===== config.mk =====
export PLATFORM = sky130hd
export DESIGN_NAME = rom_loader
export DESIGN_NICKNAME = d
export VERILOG_FILES = /design/src/rtl/rom_loader_pkg.sv /design/src/rtl/rom_loader_timeout.sv /design/src/rtl/rom_loader.sv
export SDC_FILE = /design/constraint.sdc
export NUM_CORES = 1
export LEC_CHECK = 0
export CAP_MARGIN = 20
export CORE_MARGIN = 1.5
export CORE_UTILIZATION = 50
export DETAILED_ROUTE_END_ITERATION = 10
export GPL_ROUTABILITY_DRIVEN = 0
export PLACE_DENSITY = 0.74
export SLEW_MARGIN = 20
export SYNTH_ARGS = -nofsm -noshare
export SYNTH_HDL_FRONTEND = slang
export SYNTH_SLANG_ARGS = --single-unit
export TNS_END_PERCENT = 100

===== constraint.sdc =====
create_clock -name i_clk -period 3.6 [get_ports i_clk]
set_input_delay 0.36 -clock i_clk [delete_from_list [all_inputs] [get_ports i_clk]]
set_output_delay 0.36 -clock i_clk [all_outputs]
set_load 0.02 [all_outputs]

===== src/rtl/rom_loader_pkg.sv =====
// Shared constants for the Hack boot loader: state encoding, word and ROM address widths.
// Also used by other serial-fed blocks that load the Hack instruction memory.
package rom_loader_pkg;

    localparam int HACK_WORD_WIDTH     = 16;
    localparam int HACK_ROM_ADDR_WIDTH = 15;

    localparam logic [2:0] ST_IDLE    = 3'd0;
    localparam logic [2:0] ST_LEN_LO  = 3'd1;
    localparam logic [2:0] ST_DATA_HI = 3'd2;
    localparam logic [2:0] ST_DATA_LO = 3'd3;
    localparam logic [2:0] ST_DONE    = 3'd4;
    localparam logic [2:0] ST_ERR     = 3'd5;

    typedef logic [HACK_WORD_WIDTH-1:0] hack_word_t;

    // States in which an image is in flight and the inter-byte timer runs.
    function automatic logic is_receiving(input logic [2:0] state);
        return (state == ST_LEN_LO) || (state == ST_DATA_HI) || (state == ST_DATA_LO);
    endfunction

endpackage


===== src/rtl/rom_loader_timeout.sv =====
// Loadable down-counter with clear and expiry flag, used as an inter-byte watchdog.
// Load has priority over clear; an enabled counter stops at zero and flags expiry there.
module rom_loader_timeout
    import rom_loader_pkg::*;
#(
    parameter int WIDTH = 20
) (
    input  logic             i_clk,
    input  logic             i_reset,
    input  logic             i_load,
    input  logic [WIDTH-1:0] i_load_value,
    input  logic             i_clear,
    input  logic             i_enable,
    output logic             o_expired
);

    logic [WIDTH-1:0] r_count;

    always_ff @(posedge i_clk or posedge i_reset) begin
        if (i_reset) begin
            r_count <= '0;
        end else if (i_load) begin
            r_count <= i_load_value;
        end else if (i_clear) begin
            r_count <= '0;
        end else if (i_enable && (r_count != '0)) begin
            r_count <= r_count - 1'b1;
        end
    end

    assign o_expired = (r_count == '0);

endmodule


===== src/rtl/rom_loader.sv =====
// Boot-time ROM writer: assembles big-endian 16-bit words from a byte stream,
// writes them from address 0 upward and holds the CPU in reset until the image is complete.
module rom_loader
    import rom_loader_pkg::*;
#(
    parameter int ADDR_WIDTH = HACK_ROM_ADDR_WIDTH,
    parameter int TIMEOUT    = 1_000_000
) (
    input  logic                       i_clk,
    input  logic                       i_reset,
    input  logic [7:0]                 i_rx_data,
    input  logic                       i_rx_valid,
    output logic [ADDR_WIDTH-1:0]      o_wr_addr,
    output logic [HACK_WORD_WIDTH-1:0] o_wr_data,
    output logic                       o_wr_en,
    output logic                       o_cpu_reset,
    output logic                       o_busy,
    output logic                       o_done,
    output logic                       o_error
);

    localparam int              TO_WIDTH = $clog2(TIMEOUT + 1);
    localparam logic [TO_WIDTH-1:0] TO_LOAD = TO_WIDTH'(TIMEOUT - 1);
    localparam logic [31:0]     CAPACITY = 32'd1 << ADDR_WIDTH;

    logic [2:0]                 r_state;
    logic [7:0]                 r_len_hi;
    logic [7:0]                 r_data_hi;
    logic [15:0]                r_remaining;
    logic [ADDR_WIDTH:0]        r_addr_cnt;
    logic [ADDR_WIDTH-1:0]      r_wr_addr;
    hack_word_t                 r_wr_data;
    logic                       r_wr_en;

    logic [15:0]                w_len;
    logic                       w_len_too_big;
    logic                       w_receiving;
    logic                       w_expired;
    logic                       w_timeout;
    logic                       w_addr_in_range;

    assign w_len           = {r_len_hi, i_rx_data};
    assign w_len_too_big   = ({16'd0, w_len} > CAPACITY);
    assign w_receiving     = is_receiving(r_state);
    // A byte arriving on the expiry edge wins over the timeout.
    assign w_timeout       = w_receiving && w_expired && !i_rx_valid;
    // The length check keeps the extra address bit clear; this only guards against wrap.
    assign w_addr_in_range = !r_addr_cnt[ADDR_WIDTH];

    rom_loader_timeout #(
        .WIDTH(TO_WIDTH)
    ) u_timeout (
        .i_clk       (i_clk),
        .i_reset     (i_reset),
        .i_load      (i_rx_valid),
        .i_load_value(TO_LOAD),
        .i_clear     (!w_receiving),
        .i_enable    (w_receiving),
        .o_expired   (w_expired)
    );

    always_ff @(posedge i_clk or posedge i_reset) begin
        if (i_reset) begin
            r_state     <= ST_IDLE;
            r_len_hi    <= '0;
            r_data_hi   <= '0;
            r_remaining <= '0;
            r_addr_cnt  <= '0;
            r_wr_addr   <= '0;
            r_wr_data   <= '0;
            r_wr_en     <= 1'b0;
        end else begin
            r_wr_en <= 1'b0;
            case (r_state)
                ST_IDLE, ST_DONE, ST_ERR: begin
                    if (i_rx_valid) begin
                        r_len_hi   <= i_rx_data;
                        r_addr_cnt <= '0;
                        r_state    <= ST_LEN_LO;
                    end
                end
                ST_LEN_LO: begin
                    if (i_rx_valid) begin
                        if (w_len == 16'd0) begin
                            r_state <= ST_DONE;
                        end else if (w_len_too_big) begin
                            r_state <= ST_ERR;
                        end else begin
                            r_remaining <= w_len;
                            r_state     <= ST_DATA_HI;
                        end
                    end else if (w_timeout) begin
                        r_state <= ST_ERR;
                    end
                end
                ST_DATA_HI: begin
                    if (i_rx_valid) begin
                        r_data_hi <= i_rx_data;
                        r_state   <= ST_DATA_LO;
                    end else if (w_timeout) begin
                        r_state <= ST_ERR;
                    end
                end
                ST_DATA_LO: begin
                    if (i_rx_valid) begin
                        if (w_addr_in_range) begin
                            r_wr_data <= {r_data_hi, i_rx_data};
                            r_wr_addr <= r_addr_cnt[ADDR_WIDTH-1:0];
                            r_wr_en   <= 1'b1;
                        end
                        r_addr_cnt  <= r_addr_cnt + 1'b1;
                        r_remaining <= r_remaining - 16'd1;
                        r_state     <= (r_remaining > 16'd1) ? ST_DATA_HI : ST_DONE;
                    end else if (w_timeout) begin
                        r_state <= ST_ERR;
                    end
                end
                default: begin
                    r_state <= ST_IDLE;
                end
            endcase
        end
    end

    assign o_wr_addr   = r_wr_addr;
    assign o_wr_data   = r_wr_data;
    assign o_wr_en     = r_wr_en;
    assign o_cpu_reset = (r_state != ST_DONE);
    assign o_busy      = w_receiving;
    assign o_done      = (r_state == ST_DONE);
    assign o_error     = (r_state == ST_ERR);

endmodule


### Signal wires on met1

The bar under the picture is 20 um long. Cells faint in the background.
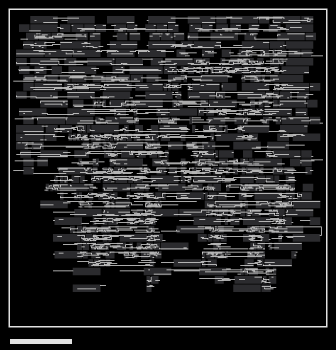
nets with wire on the layer = 494
longest straight run = 29.4 um
wire length on this layer = 4730 um
share of all routed wire = 45%

### Signal wires on met2

Cells faint in the background.
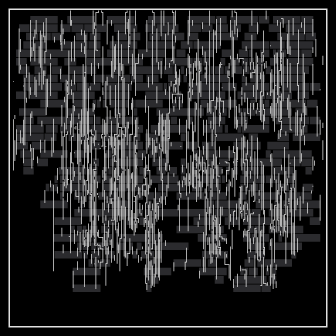
nets with wire on the layer = 456
main direction = vertical
wire length on this layer = 5060 um
share of all routed wire = 48%

==> impl_table.tex <==
% Yosys + OpenROAD metrics
\begin{tabular}{lr}
\hline
Metric & Value \\
\hline
\multicolumn{2}{l}{\textbf{Status}} \\
Status & completed \\
\multicolumn{2}{l}{\textbf{Power}} \\
Worst voltage drop across the vdd grid & 0.446 mV \\
Clock power frac & 19.4\% \\
Part of the power in registers & 43.9\% \\
Net Sw Power & 1580 uW \\
Leakage component of the power & 0.00236 uW \\
Design internal power & 2640 uW \\
Power density normalized to cell area & 728 nW/um2 \\
Switching part of the total & 37.4\% \\
Logic gate share of total power & 36.7\% \\
\multicolumn{2}{l}{\textbf{Setup path}} \\
Register-to-register path setup slack & 1.02 ns \\
Critical-path top delay cell & sky130\_fd\_sc\_hd\_\_or4b\_1 \\
Crit path depth & 5 \\
Depth of the most critical reg-to-reg path & 5 \\
Worst path top cell family by delay & simple AND/OR/NAND/NOR gates \\
Worst reg2reg path endpoint & r\_addr\_cnt[15] \\
Type of origin of the critical path & flop \\
Kind of end point of the critical path & flop \\
Crit path buffers/inverters & 1 \\
Highest fanout seen on the critical path & 15 \\
Reg-to-Reg Start & r\_state[1] \\
CP Launch Point & r\_state[1] \\
Crit-path max cell delay & 0.66 ns \\
Required time of the critical path & 3.90 ns \\
Arr. time, crit path & 2.88 ns \\
Critical-path cell list & clkinv\_2 > xnor2\_2 > or4b\_1 > or4\_1 > a21oi\_1 \\
Startpoint-to-endpoint class of the critical path & reg -> reg \\
\multicolumn{2}{l}{\textbf{Routing}} \\
Detailed-route wire length per cell & 15.9 um \\
Number of violations reported at the end of detailed-routing iteration 0 & 198 \\
Vias per cell & 5.73 \\
Total detailed-routing wirelength & 10.5 mm \\
Residual DRC & 0 \\
First-pass iteration count of the detailed router & 5 \\
Antenna violation net count after detailed routing & 0 \\
Total number of vias & 3781 \\
\multicolumn{2}{l}{\textbf{Flow run}} \\
Reported max-cap violation count & 0 \\
Stage-log warning count & 28 \\
\multicolumn{2}{l}{\textbf{Synth}} \\
Post-synth area from yosys stat & 4940 um2 \\
Synthesized area divided by synthesized cell count & 10.3 um2 \\
Most used flip-flop cell & sky130\_fd\_sc\_hd\_\_dfrtp\_1 \\
Area fraction in full adders, half adders and majority gates & 1.27\% \\
Area fraction in compound gates & 12.5\% \\
Post-synth tally of flip-flops with integrated enable & 0 \\
And+or+nand+nor area frac & 17.2\% \\
Area share of the leading cell type in the synthesized netlist & 52.1\% \\
Synthesized netlist cell count & 479 \\
Post-synthesis cell area & 4940 um2 \\
Registers, synthesis & 103 \\
Number of distinct library cell variants in the gate-level netlist after synthesis & 54 \\
Post-synth top cells & sky130\_fd\_sc\_hd\_\_dfrtp\_1, sky130\_fd\_sc\_hd\_\_nand2\_1, sky130\_fd\_sc\_hd\_\_mux2\_2 \\
Library cell with the largest summed area after synthesis & sky130\_fd\_sc\_hd\_\_dfrtp\_1 \\
Most frequent cell after synthesis & sky130\_fd\_sc\_hd\_\_dfrtp\_1 \\
Mapped Nets & 495 \\
Register area share after synthesis & 52.1\% \\
Synth warnings & 0 \\
Synth area leaders & sky130\_fd\_sc\_hd\_\_dfrtp\_1, sky130\_fd\_sc\_hd\_\_mux2\_2, sky130\_fd\_sc\_hd\_\_nand2\_1 \\
Largest family of logic cells by area & simple AND/OR/NAND/NOR gates \\
Share of flip-flops with an asynchronous set or reset & 100\% \\
Yosys Instances & 479 \\
XOR-XNOR Cells, Area Fraction & 4.93\% \\
Mux cell area share after synthesis & 9.11\% \\
\multicolumn{2}{l}{\textbf{Die}} \\
Die span in x & 102 um \\
Die Area & 10500 um2 \\
Top Ports & 47 \\
Std-Cell Core Area & 9680 um2 \\
Overall die height & 102 um \\
Starting Density & 51.1\% \\
Placement Rows & 36 \\
\multicolumn{2}{l}{\textbf{Worst hold path}} \\
Class of the worst hold path & in -> async \\
\multicolumn{2}{l}{\textbf{GRT}} \\
Met2 Track Usage GR & 34.7\% \\
Total global routing track utilization & 21.4\% \\
Global routing met1 resource utilization & 28.3\% \\
GRT met3 Usage & 4.79\% \\
Initial antenna violation count & 0 \\
Maximum number of pins on one net before global-route repair & 60 \\
Remaining global-route overflow & 0 \\
Global-route wire length before repair & 17.6 mm \\
Vias in the first global route & 3667 \\
Layer with the highest usage & met2 \\
\multicolumn{2}{l}{\textbf{Cells and area}} \\
Total Nets Final & 538 \\
Share of cells above drive strength 1 & 15.2\% \\
Area added between synthesis and finish & 17.3\% \\
Fill cells & 813 \\
FF/Latch Area & 2580 um2 \\
Multi-input gate area & 2240 um2 \\
Antenna Diode Count & 0 \\
\multicolumn{2}{l}{\textbf{Place}} \\
Post-placement setup slack & 0.865 ns \\
Detailed Place HPWL & 7.26 mm \\
Number of I/O port buffers & 46 \\
\multicolumn{2}{l}{\textbf{Clock tree}} \\
Cts bufs inserted & 9 \\
Post-CTS resize count & 0 \\
Clock transition at the register clock pins on the worst setup and hold paths after CTS & 0.10 ns \\
Clock tree from TritonCTS & built \\
Worst-case clock buffer depth & 2 \\
Number of clock sinks seen by CTS & 103 \\
Hold buffer count at cts & 0 \\
Post-CTS Setup Inserts & 0 \\
Root Driver & sky130\_fd\_sc\_hd\_\_clkbuf\_8 \\
Insertion delay to the later sink of the worst-skew pair & 0.38 ns \\
H-tree Lvls & 3 \\
\multicolumn{2}{l}{\textbf{Timing}} \\
Headroom to the max-slew limit & 39.4\% \\
Unrepaired setup endpoints after global routing & false \\
Number of hold violations in the final report & 0 \\
Tmin final & 2.58 ns \\
Skew final & 0.0107 ns \\
Final Setup Violations & 0 \\
Final sum of negative setup slack & 0 ns \\
Final worst-path setup slack & 1.02 ns \\
Final slew viol count & 0 \\
Tcrit/Tclk final & 71.6\% \\
Measured slew at the worst slew-check pin & 0.901 ns \\
Peak clock frequency supported by timing & 0.388 GHz \\
\hline
\end{tabular}
### M3 wires

The bar under the picture is 20 um long. Cells faint in the background.
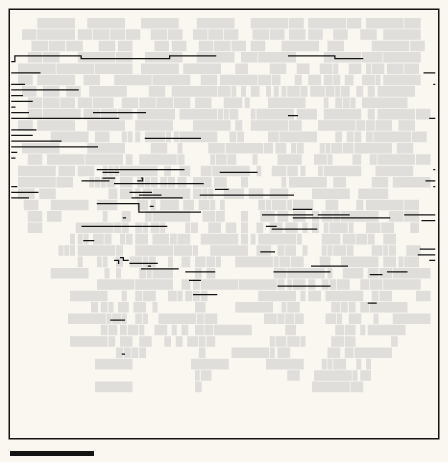
wire length on this layer = 549 um
share of all routed wire = 5.2%
longest straight run = 25.5 um
main direction = horizontal
nets with wire on the layer = 60

## layout make-up
type	instances	area share, %
repair buffers	54	9.19
clock buffers	9	2.14
well taps	133	2.87
clock inverters	7	1.81
multi-input cells	340	38.6
flip-flops and latches	103	44.4
inverters	14	0.971
## how the worst max path moves through the flow
stage                                end
final                     r_addr_cnt[15]
after global routing      r_addr_cnt[15]
after CTS                 r_addr_cnt[15]
after detailed placement  r_addr_cnt[15]
after global placement    r_addr_cnt[15]
after floorplan             o_wr_addr[0]
## routing by layer
metal	part of all wire, %	vias up
li1	-	1811
met1	45	1848
met2	48	107
met3	5.2	15
met4	1.5	0
met5	0	-
## cell families after synthesis
family,count (synthesis)
simple gates,168
flops,103
compound gates,100
mux,40
buf+inv,36
xor+xnor,27
fa+ha+maj,5
## per-stage QoR
stage	util (%)	hold WS, ns	cell area (um2)	total power, uW	instances
floorplan	-	0.463	4940	2860	479
global placement	57.5	0.470	5570	3360	644
detailed placement	57.5	0.480	5570	3410	644
global route	59.9	0.446	5800	4490	660
CTS	59.9	0.411	5800	4240	660
finish	59.9	0.397	5800	4220	660
## power by group through the flow
stage	Sequential, uW	Clock [uW]	Combinational (uW)
floorplan	1920	0	949
global placement	1850	0	1510
detailed placement	1870	0	1540
CTS	1850	837	1560
global route	1910	878	1710
finish	1850	819	1550
## sequential cells by signal, summed over array words and instances (netlist names)
name               flops
r_addr_cnt            16
r_len_hi               8
u_timeout.r_count     20
o_wr_en                1
r_data_hi              8
r_remaining           16
o_wr_addr             15
r_state                3
o_wr_data             16
## cells in the final DEF (no fill, tap or decap), drive strengths merged, types with 4 or more instances in the layout
master / n
dfrtp: 103
nand2: 58
clkdlybuf4s50: 46
mux2: 40
nor2: 34
o21ai: 32
a21oi: 31
xnor2: 23
inv: 15
nor4: 13
nor3: 10
nand3: 9
clkbuf: 9
or4: 8
nand4: 8
buf: 8
or3: 8
a211oi: 6
a22o: 5
ha: 5
xor2: 4
a2111oi: 4
Power is estimated from default activity; no workload was simulated.
